==> images/detail.png <==
Window x 10 to 50, y 70 to 110 µm. Cells in grey, sequential cells in the stronger grey; small squares are vias.
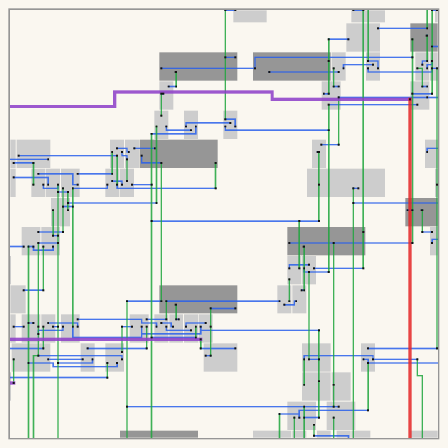
==> images/io_fan.png <==
Scale bar: 20 µm.
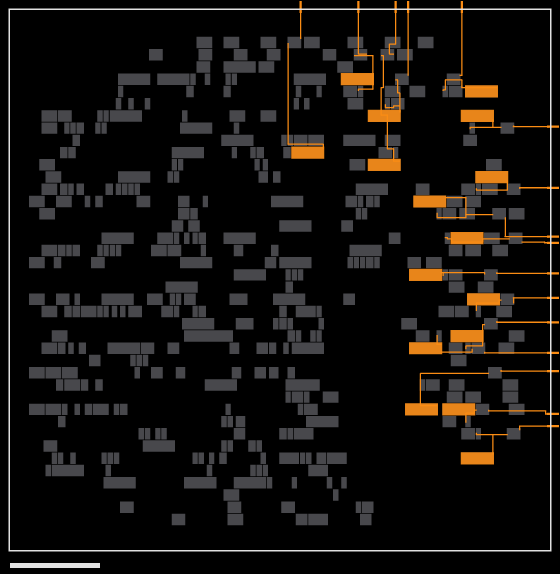
==> config.mk <==
export PLATFORM = sky130hd
export DESIGN_NAME = mem_arbiter_flat
export DESIGN_NICKNAME = d
export VERILOG_FILES = /design/src/rtl/mem_arbiter_if.sv /design/src/rtl/mem_arbiter.sv /design/src/flat_wrapper.sv
export SDC_FILE = /design/constraint.sdc
export NUM_CORES = 1
export LEC_CHECK = 0
export ABC_AREA = 1
export CAP_MARGIN = 20
export CELL_PAD_IN_SITES_DETAIL_PLACEMENT = 0
export CELL_PAD_IN_SITES_GLOBAL_PLACEMENT = 2
export CORE_MARGIN = 4
export CORE_UTILIZATION = 19
export CTS_BUF_LIST = sky130_fd_sc_hd__clkbuf_4
export DETAILED_ROUTE_END_ITERATION = 16
export PLACE_DENSITY_LB_ADDON = 0.1
export SYNTH_ARGS = -nofsm -noshare
export SYNTH_HDL_FRONTEND = slang
export SYNTH_SLANG_ARGS = --single-unit
export TNS_END_PERCENT = 50
==> constraint.sdc <==
create_clock -name clk -period 1.98 [get_ports clk]
set_input_delay 0.594 -clock clk [delete_from_list [all_inputs] [get_ports clk]]
set_output_delay 0.594 -clock clk [all_outputs]
set_load 0.03 [all_outputs]
==> flow_summary_export.csv <==
group,metric,value,unit
global_route,grt_max_degree,25,
cts,cts_resized,36,
cts,clockBufferDepth,2,
floorplan,n_tap_cell,168,
synthesis,syn_area,2390,µm²
final_timing,max_freq,536,MHz
critical_path,critPathArrivalTime,1.27,ns
status,status,"completed",
final_timing,finalSetupTns,0,ns
critical_path,path_delay_family,"flip-flops",
final_layout,ff_latch_area,822,µm²
cts,clock-root-buffer,"clkbuf_4",
drt,routedWlPerCell,12.5,µm
cts,hold_buffers,0,
synthesis,ys_warn_count,0,
final_layout,nets,463,
final_layout,lay_top_cells,"nand2_1, clkdlybuf4s50_1, nor2_1, dfxtp_1, dlygate4sd2_1",
final_timing,relSlewSlack,77.5,%
final_layout,lay_top_count,"nand2_1",
drt,vias_per_cell,3.69,
global_route,grt_pass1_vias,2207,
power,power_leakage,1.63,nW
synthesis,yosysMostFrequentCell,"nand2_1",
critical_path,cpMostUsedCell,"inv_1",
power,p_sw,0.937,mW
synthesis,yosysSeqAreaShare,34.4,%
final_layout,n_all_inverters,33,
power,powerDensity,748,nW/µm²
final_timing,rsz0062_at_grt,"no",
cts,numCtsBuffers,5,
final_layout,signal_buffers,111,
final_timing,postLayoutSetupSlackWorst,0.114,ns
synthesis,edf_count,0,
worst_hold_path,hp-class,"register to register",
power,seqPwrFrac,38.5,%
global_route,antenna_found_initial,0,
critical_path,crit_buf_inv,3,
final_layout,layout-drive-gt1-share,18.9,%
final_layout,finish.utilization,28.0,%
critical_path,required,1.39,ns
final_layout,combAreaFraction,31.1,%
power,vdd_drop_max,0.000245,V
final_timing,worst_hold_slack,0.483,ns
final_layout,flops,41,
final_timing,final_hold_viol_count,0,
critical_path,max_stage_delay,0.42,ns
job,openroad.warnings,29,
synthesis,common_cells,"nand2_1, nor2_1, dfxtp_1",
synthesis,yosys_cells,318,
global_route,grt_usage,9.48,%
floorplan,die_h,120,µm
final_timing,post-route-period-util,94.3,%
final_layout,num-fill-cells,1330,
final_layout,fin_cells,554,
synthesis,synthXorXnorAreaFrac,0,%
-- detail.png (at the start) --
[metal 3] purple
[metal 1] blue
[metal 2] green
[metal 4] red
most frequent: nor2_1 (13), nand2_1 (9), nand3_1 (8)
sequential cells in the window: 5
cells with their middle in the window: 52

-- io_fan.png (at the start) --
[bus_pmem_wdata] orange | bits: 16 | direction: output | edge: 11 east, 5 north | end cells: 16 | buffers: 16 | wire: 412 µm
number of top-level pins: 143
PortBufs: 94

[routing by layer]
layer,part of all wire [%],vias to the layer above
met2,46,67
met3,11,2
met1,43,877
met4,0.54,0
met5,0,-
li1,-,1097
[power groups by stage]
| stage | clock network, mW | registers, mW | logic, mW |
|---|---|---|---|
| 6_report | 0.559 | 0.979 | 1.01 |
| 4_1_cts | 0.602 | 0.982 | 1.03 |
| 2_1_floorplan | 0 | 1.18 | 0.567 |
| 5_1_grt | 0.630 | 0.996 | 1.11 |
| 3_5_place_dp | 0 | 1.00 | 1.09 |
| 3_3_place_gp | 0 | 1.00 | 1.10 |
[worst min-delay path, delay by kind of cell, from the launching register on]
kind,cells,cell delay [ns]
flops,1,0.33
compound gates,1,0.05
simple gates,1,0.07
No activity file was given, so power comes from the tool's default toggle rates.
